<file path="src/rtl/multi_lane_pcoeff_aggregator.sv">
// Multi-lane connect-count aggregator: decodes each lane count to 2^count and accumulates per batch.
// Define AGG_SATURATE_EN to saturate the batch sum/num (and flag err) instead of wrapping.
module multi_lane_pcoeff_aggregator #(
    parameter int LANES     = 4,
    parameter int CC_W      = 6,
    parameter int MAX_COUNT = 35,
    parameter int NUM_W     = 16,
    parameter int RES_DEPTH = 2,
    localparam int SUM_W    = NUM_W + MAX_COUNT + 1
) (
    input  logic                  clk,
    input  logic                  rst,
    input  logic                  in_valid,
    output logic                  in_ready,
    input  logic [LANES-1:0]      in_lane_valid,
    input  logic [LANES*CC_W-1:0] in_count,
    input  logic                  in_last,
    input  logic                  in_ecc,
    output logic                  res_valid,
    input  logic                  res_ready,
    output logic [SUM_W-1:0]      res_sum,
    output logic [NUM_W-1:0]      res_num,
    output logic                  res_err
);

    localparam int POP_W = $clog2(LANES + 1);
`ifdef AGG_SATURATE_EN
    localparam int BSUM_W = SUM_W + POP_W;
`else
    localparam int BSUM_W = SUM_W;
`endif
    localparam int PTR_W = (RES_DEPTH > 1) ? $clog2(RES_DEPTH) : 1;
    localparam int CNT_W = $clog2(RES_DEPTH + 1);

    logic              accept;
    logic [BSUM_W-1:0] beat_sum;
    logic [POP_W-1:0]  beat_pop;
    logic              beat_over;

    logic              s1_valid;
    logic [BSUM_W-1:0] s1_sum;
    logic [POP_W-1:0]  s1_pop;
    logic              s1_err;
    logic              s1_last;

    logic [SUM_W-1:0]  acc_sum;
    logic [NUM_W-1:0]  acc_num;
    logic              acc_err;
    logic [SUM_W-1:0]  next_sum;
    logic [NUM_W-1:0]  next_num;
    logic              next_err;

    logic [SUM_W-1:0]  mem_sum [RES_DEPTH];
    logic [NUM_W-1:0]  mem_num [RES_DEPTH];
    logic              mem_err [RES_DEPTH];
    logic [PTR_W-1:0]  wr_ptr;
    logic [PTR_W-1:0]  rd_ptr;
    logic [CNT_W-1:0]  fifo_count;
    logic              push;
    logic              pop;
    logic              last_in_flight;

    function automatic logic [PTR_W-1:0] ptr_inc(input logic [PTR_W-1:0] p);
        return (int'(p) == RES_DEPTH - 1) ? '0 : p + PTR_W'(1);
    endfunction

    // A pending last beat reserves its buffer slot so a result can never find the FIFO full.
    assign last_in_flight = s1_valid && s1_last;
    assign in_ready = !rst && ((int'(fifo_count) + int'(last_in_flight)) < RES_DEPTH);
    assign accept   = in_valid && in_ready;
    assign push     = last_in_flight;
    assign pop      = res_valid && res_ready;

    always_comb begin
        beat_sum  = '0;
        beat_pop  = '0;
        beat_over = 1'b0;
        for (int i = 0; i < LANES; i++) begin
            if (in_lane_valid[i]) begin
                beat_pop = beat_pop + POP_W'(1);
                if (int'(in_count[i*CC_W +: CC_W]) > MAX_COUNT)
                    beat_over = 1'b1;
                else
                    beat_sum = beat_sum + (BSUM_W'(1) << in_count[i*CC_W +: CC_W]);
            end
        end
    end

    always_ff @(posedge clk) begin
        if (rst) begin
            s1_valid <= 1'b0;
            s1_sum   <= '0;
            s1_pop   <= '0;
            s1_err   <= 1'b0;
            s1_last  <= 1'b0;
        end else begin
            s1_valid <= accept;
            if (accept) begin
                s1_sum  <= beat_sum;
                s1_pop  <= beat_pop;
                s1_err  <= beat_over || in_ecc;
                s1_last <= in_last;
            end
        end
    end

`ifdef AGG_SATURATE_EN
    logic [BSUM_W:0]      sum_ext;
    logic [NUM_W+POP_W:0] num_ext;
    logic                 sum_ovf;
    logic                 num_ovf;

    always_comb begin
        sum_ext  = (BSUM_W+1)'(acc_sum) + (BSUM_W+1)'(s1_sum);
        num_ext  = (NUM_W+POP_W+1)'(acc_num) + (NUM_W+POP_W+1)'(s1_pop);
        sum_ovf  = |sum_ext[BSUM_W:SUM_W];
        num_ovf  = |num_ext[NUM_W+POP_W:NUM_W];
        next_sum = sum_ovf ? '1 : sum_ext[SUM_W-1:0];
        next_num = num_ovf ? '1 : num_ext[NUM_W-1:0];
        next_err = acc_err || s1_err || sum_ovf || num_ovf;
    end
`else
    always_comb begin
        next_sum = acc_sum + s1_sum;
        next_num = acc_num + NUM_W'(s1_pop);
        next_err = acc_err || s1_err;
    end
`endif

    // The accumulator clears as the last beat's total goes to the buffer, so the next batch starts clean.
    always_ff @(posedge clk) begin
        if (rst) begin
            acc_sum <= '0;
            acc_num <= '0;
            acc_err <= 1'b0;
        end else if (s1_valid) begin
            if (s1_last) begin
                acc_sum <= '0;
                acc_num <= '0;
                acc_err <= 1'b0;
            end else begin
                acc_sum <= next_sum;
                acc_num <= next_num;
                acc_err <= next_err;
            end
        end
    end

    always_ff @(posedge clk) begin
        if (rst) begin
            wr_ptr     <= '0;
            rd_ptr     <= '0;
            fifo_count <= '0;
            for (int i = 0; i < RES_DEPTH; i++) begin
                mem_sum[i] <= '0;
                mem_num[i] <= '0;
                mem_err[i] <= 1'b0;
            end
        end else begin
            if (push) begin
                mem_sum[wr_ptr] <= next_sum;
                mem_num[wr_ptr] <= next_num;
                mem_err[wr_ptr] <= next_err;
                wr_ptr          <= ptr_inc(wr_ptr);
            end
            if (pop)
                rd_ptr <= ptr_inc(rd_ptr);
            case ({push, pop})
                2'b10:   fifo_count <= fifo_count + CNT_W'(1);
                2'b01:   fifo_count <= fifo_count - CNT_W'(1);
                default: fifo_count <= fifo_count;
            endcase
        end
    end

    // Outputs are forced to zero during reset, before the first reset edge has cleared storage.
    assign res_valid = !rst && (fifo_count != '0);
    assign res_sum   = rst ? '0 : mem_sum[rd_ptr];
    assign res_num   = rst ? '0 : mem_num[rd_ptr];
    assign res_err   = rst ? 1'b0 : mem_err[rd_ptr];

endmodule

</file>
<file path="config.mk">
export PLATFORM = sky130hd
export DESIGN_NAME = multi_lane_pcoeff_aggregator
export DESIGN_NICKNAME = d
export VERILOG_FILES = /design/src/rtl/multi_lane_pcoeff_aggregator.sv
export SDC_FILE = /design/constraint.sdc
export NUM_CORES = 1
export LEC_CHECK = 0
export CELL_PAD_IN_SITES_DETAIL_PLACEMENT = 2
export CELL_PAD_IN_SITES_GLOBAL_PLACEMENT = 2
export CORE_AREA = 2 2 276 224
export DETAILED_ROUTE_END_ITERATION = 8
export DIE_AREA = 0 0 278 226
export PLACE_DENSITY = 0.85
export REMOVE_ABC_BUFFERS = 1
export SYNTH_ARGS = -nofsm -noshare
export SYNTH_HDL_FRONTEND = slang
export SYNTH_SLANG_ARGS = --single-unit
export TNS_END_PERCENT = 1
</file>
<file path="constraint.sdc">
create_clock -name clk -period 28.8 [get_ports clk]
set_input_delay 4.32 -clock clk [delete_from_list [all_inputs] [get_ports clk]]
set_output_delay 4.32 -clock clk [all_outputs]
set_load 0.03 [all_outputs]
</file>
==> Slide: Implementation Results, run 1 <==
Physical Implementation Snapshot

Routing
  • Met3 wire len: 3.50 mm
  • Drt drc: 0
  • Routed wl met2: 46.0 mm
  • Detailed Route Iter0 Violations: 1445
  • DRT Pass-1 Iters: 5

Cells and area
  • Cell area after layout: 26400 µm²
  • # fillers: 6823
  • Logic Gate Count: 2600
  • FF+latch area: 6790 µm²
  • Antenna cells: 1
  • CLK BUF: 36
  • Logic share of the area: 0.619
  • Non-CTS inverters: 54

Power and ir drop
  • Sequential power: 428 µW
  • Max IR drop VDD: 36.6 µV
  • Largest power group: sequential cells
  • Lkg Pwr: 11.1 nW
  • Power, Total: 966 µW

Logic synthesis
  • Main flop type: edfxtp_1
  • Chip Area, Yosys: 23800 µm²
  • Mux share: 0.0450
  • Number of synthesized register bits: 270
  • Cell Type Count: 80
  • Yosys Instances: 3057
  • Syn. warnings: 0
  • Ys async rst share: 0

Clock tree
  • H-tree depth: 1
  • Clk_lat worst skew: 0.56 ns
  • Hold-fix buffers, CTS: 0
  • Root buf cell: clkbuf_16

Timing
  • Setup slack after layout: 14.71 ns
  • Final setup viols: 0

Floorplanning
  • Die Y: 226 µm
  • Chip width: 278 µm

Critical path
  • Worst setup EP type: register
  • RR Endpoint: mem_sum[1][50]
  • Critical path peak fanout: 6
  • RR Startpoint: s1_sum[0]
  • CP Data Arrival Time: 14.53 ns
  • Reg2Reg Setup Slack: 24.05 ns

GRT
  • Largest net degree at the start of global routing: 83

Min path
  • Destination of the worst hold path: acc_sum[50]

Outcome
  • Status: finished clean

Job
  • Tool warnings: 26
-- run 1: flip-flops by register name, summed over array words and instances (netlist names), named ones only --
name        count
fifo_count      2
s1_last         1
wr_ptr          1
s1_sum         52
mem_sum       104
mem_num        32
acc_err         1
rd_ptr          1
acc_sum        52
s1_err          1
s1_pop          3
mem_err         2
acc_num        16
s1_valid        1
-- run 1: synth_stat cells (34+ instances only) --
master    number  area, µm²
xnor2_1      109        955
nor2_1       658       2470
a31oi_1       38        238
a21oi_1      285       1430
nand2_1      247        927
nor3_1        49        245
mux2i_1       81        811
o21ai_0      168        841
o21bai_1      41        308
dfxtp_1      132       2640
xor2_1        90        788
edfxtp_1     138       4140
ha_1         210       2630
a211oi_1      34        255
nand3_1       48        240
clkbuf_1     129        484
inv_1         52        195
a21o_1       132        991
-- run 1: placed cells by master, fill, tap and decap left out, types with 8 or more instances in the layout --
master           instances
o21a_1                  21
and2_1                  25
o211ai_1                16
nor2b_1                 28
nand2b_1                26
and3_1                  27
nand3b_1                15
a21boi_0                 8
dfxtp_1                131
nand4_1                 28
conb_1                  15
ha_1                   210
mux2i_1                 81
a31oi_1                 38
o21bai_1                41
nor2_1                 658
nor4_1                   8
nand3_1                 48
or3_1                   13
nor3_1                  49
a211oi_1                34
a221o_1                  8
inv_1                   52
mux2_2                  23
a21oi_1                285
edfxtp_1               138
a211o_1                  8
a311oi_1                 9
xnor2_1                109
or2_2                   11
o21ai_0                167
a21o_1                 132
nand2_1                243
clkdlybuf4s50_1        103
xor2_1                  90
buf_4                   20
clkbuf_16               29
o31ai_1                 16
a31o_2                   8
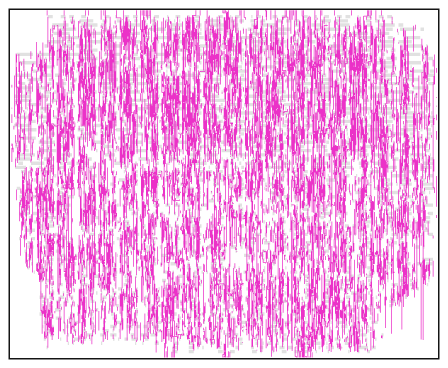
Run 1: signal wires on met2
The longest straight run is 79.6 µm. The layer holds 48% of the routed length. 3125 nets have wire on it.
WL final: 95.7 mm
M2 GR Usage: 0.522
DR vias: 23500

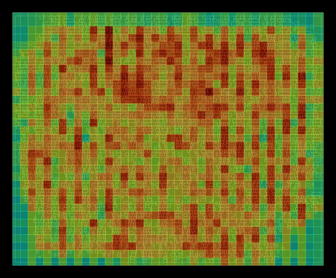
Run 1: routing congestion map
total global-route track usage: 0.298
grt met3 use: 0.0361
drt wl/cell: 24.6 µm
GR Util met1: 0.385
gr busiest metal: met2

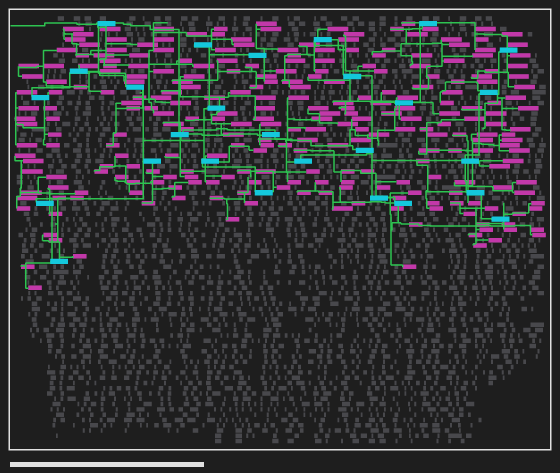
Run 1: clock network drawn from the DEF
The bar under the picture is 100 µm long.
flip-flops: marked magenta, count 270. clock wires: marked green, length 4080 µm. cells driving clock nets: marked cyan, count 27.
There are 28 routed clock nets.
clock share of power: 0.384
clock network power: 371 µW

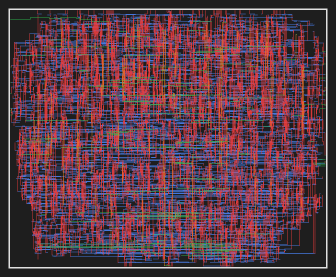
Run 1: wiring by layer
met4: marked orange, wire length 2710 µm. met2: marked red, wire length 46.0 mm. met1: marked blue, wire length 43.5 mm. met3: marked green, wire length 3500 µm.

==> run 2: changes to the inputs <==
CORE_AREA = 2 2 299 242   (was 2 2 276 224)
DIE_AREA = 0 0 301 244   (was 0 0 278 226)
PLACE_DENSITY = 0.77   (was 0.85)
clock period = 12 ns   (was 28.8 ns; I/O delays follow)
==> Slide: Implementation Results, run 2 <==
Physical Implementation Snapshot

Floorplanning
  • I/O pins: 105
  • Chip width: 301 µm (+8.3%)
  • Starting density of the core: 0.339
  • Chip area: 73400 µm²
  • Die Y: 244 µm (+8.0%)

Critical path
  • Critical Path RT: 12.44 ns
  • Reg2Reg Setup Slack: 7.30 ns (-16.75 ns)
  • Delay-heaviest family, CP: AND-OR/OR-AND gates
  • CP Launch Point: in_lane_valid[0]
  • RR Endpoint: mem_sum[1][50]
  • CP Data Arrival Time: 11.69 ns (-2.84 ns)
  • RR Startpoint: s1_sum[0]
  • Critical Path Sink: s1_sum[48]
  • Critical path peak fanout: 6 (unchanged)
  • Worst path max stage delay: 0.60 ns
  • Worst setup EP type: register

Clock tree
  • Clk_lat worst skew: 0.56 ns (about the same)
  • Hold-fix buffers, CTS: 0 (unchanged)
  • Root buf cell: clkbuf_16
  • CTS tree: built
  • Worst-case clock buffer depth: 3
  • Post-CTS Setup Bufs: 0
  • CTS Buf Count: 27
  • H-tree depth: 1 (unchanged)

Logic synthesis
  • Chip Area, Yosys: 23800 µm² (unchanged)
  • Yosys Instances: 3057 (unchanged)
  • Cell Type Count: 80 (unchanged)
  • EDFF count, synth: 138
  • Cells after Synth: 3057
  • Top cells by area: edfxtp_1, dfxtp_1, ha_1
  • Synth area leader: edfxtp_1
  • Number of synthesized register bits: 270 (unchanged)
  • Top cells by count: nor2_1, a21oi_1, nand2_1
  • Ys async rst share: 0 (unchanged)
  • Main flop type: edfxtp_1
  • Largest type area fraction: 0.174 (unchanged)
  • Top-count cell post-synth: nor2_1
  • Syn. warnings: 0 (unchanged)
  • Seq/Total Area, Yosys: 0.285

Cells and area
  • Layout cells sized above 1: 0.0454
  • Biggest regs: mem_sum (104), acc_sum (52), s1_sum (52)
  • Fin nets: 3335
  • Most frequent logic cells in the routed design: nor2_1, a21oi_1, nand2_1, ha_1, o21ai_0
  • Most flop-heavy register: mem_sum
  • Commonest Layout Cell: nor2_1
  • Number of flip-flops under the largest register name: 104 (unchanged)

Routing
  • DRT Pass-1 Iters: 5 (unchanged)
  • Drt drc: 0 (unchanged)
  • Detailed Route Iter0 Violations: 1081 (-25%)
  • Post-route ant nets: 0
  • DR vias: 23200 (-1.5%)
  • Routed vias/inst: 5.74

Power and ir drop
  • Sequential power: 1.03 mW (+140%)
  • Power, Total: 2.33 mW (+140%)
  • Lkg Pwr: 11.1 nW (+0.28%)
  • Largest power group: sequential cells
  • Flop pwr share: 0.440
  • Comb pwr: 394 µW
  • Clock share of power: 0.390 (+0.006)
  • Clock network power: 909 µW (+150%)
  • Max IR drop VDD: 92.8 µV (+150%)

Timing
  • RSZ-0062 raised after global routing: no
  • Setup slack after layout: 0.747 ns (-13.96 ns)
  • Fin crit share: 0.938
  • Actual slew at the worst max-slew pin: 0.971 ns
  • Final setup viols: 0 (unchanged)

GRT
  • Largest net degree at the start of global routing: 83 (unchanged)
  • Initial antenna violation count: 2
  • Vias in the first global route: 25400

Job
  • Tool warnings: 26 (unchanged)

Outcome
  • Status: finished clean

Place
  • Inst Count DP: 3991
  • IO buf count: 104
[run 2: cell count changes in the layout (fill, tap and decap cells not counted), sizes merged, moves of 2 or more]
cell	previous run	this run
clkinvlp	1	3
diode	1	3
buf	21	30
clkinv	8	4
clkbuf	37	39
[run 2: how the worst min path moves through the flow]
stage                start     endpoint  slack (ns)  cells after the start
2_1_floorplan  acc_sum[21]  acc_sum[21]        0.43                      2
3_3_place_gp   acc_sum[50]  acc_sum[50]        0.45                      2
3_5_place_dp   acc_sum[30]  acc_sum[30]        0.46                      2
4_1_cts        acc_sum[50]  acc_sum[50]        0.47                      2
5_1_grt        acc_sum[50]  acc_sum[50]        0.49                      2
6_report       acc_sum[50]  acc_sum[50]        0.46                      2
[run 2: kinds of logic after synthesis]
family                   after synthesis  share of synthesized area
adder cells (fa/ha/maj)              215                      0.115
buffers and inverters                201                     0.0317
other                                  1                   0.000158
AND-OR/OR-AND                        862                      0.230
flip-flops                           270                      0.285
multiplexers                         104                     0.0450
XOR/XNOR                             200                     0.0742
AND/OR/NAND/NOR                     1204                      0.219
[run 2: per-layer routing]
metal,wire length [µm],track usage,vias to the layer above,share of wire
met2,43600,0.428,365,0.48
met1,41900,0.322,11800,0.46
li1,-,-,10900,-
met5,0,0,-,0
met4,2110,0.0547,0,0.023
met3,3270,0.0270,109,0.036
[run 2: through the flow]
step | area, µm² | utilization
final | 26700 | 0.380
after global routing | 26700 | 0.380
after CTS | 26700 | 0.380
after detailed placement | 25700 | 0.367
after global placement | 25700 | 0.367
after floorplan | 23300 | -
[run 2: area by class of cell]
class	count	area, µm²
Clock buffer	39	792
Timing Repair Buffer	133	1260
Tap cell	934	1170
Multi-Input combinational cell	2600	16300
Inverter	54	203
Clock inverter	11	139
Sequential cell	270	6790
Fill cell	8082	43500
Antenna cell	3	7.51
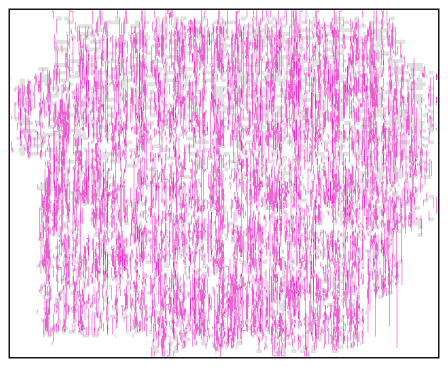
Run 2: signal wires on met2
3115 nets have wire on it. The wires run mostly vertical. The longest straight run is 72.9 µm.
WL final: 90.8 mm
M2 GR Usage: 0.428

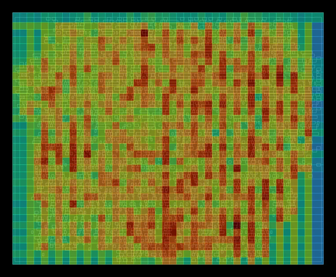
Run 2: routing congestion map
total global-route track usage: 0.245
final design utilization: 0.380
drt wl/cell: 22.5 µm
GR Util met1: 0.322
grt met3 use: 0.0270

Power is estimated from default activity; no workload was simulated.
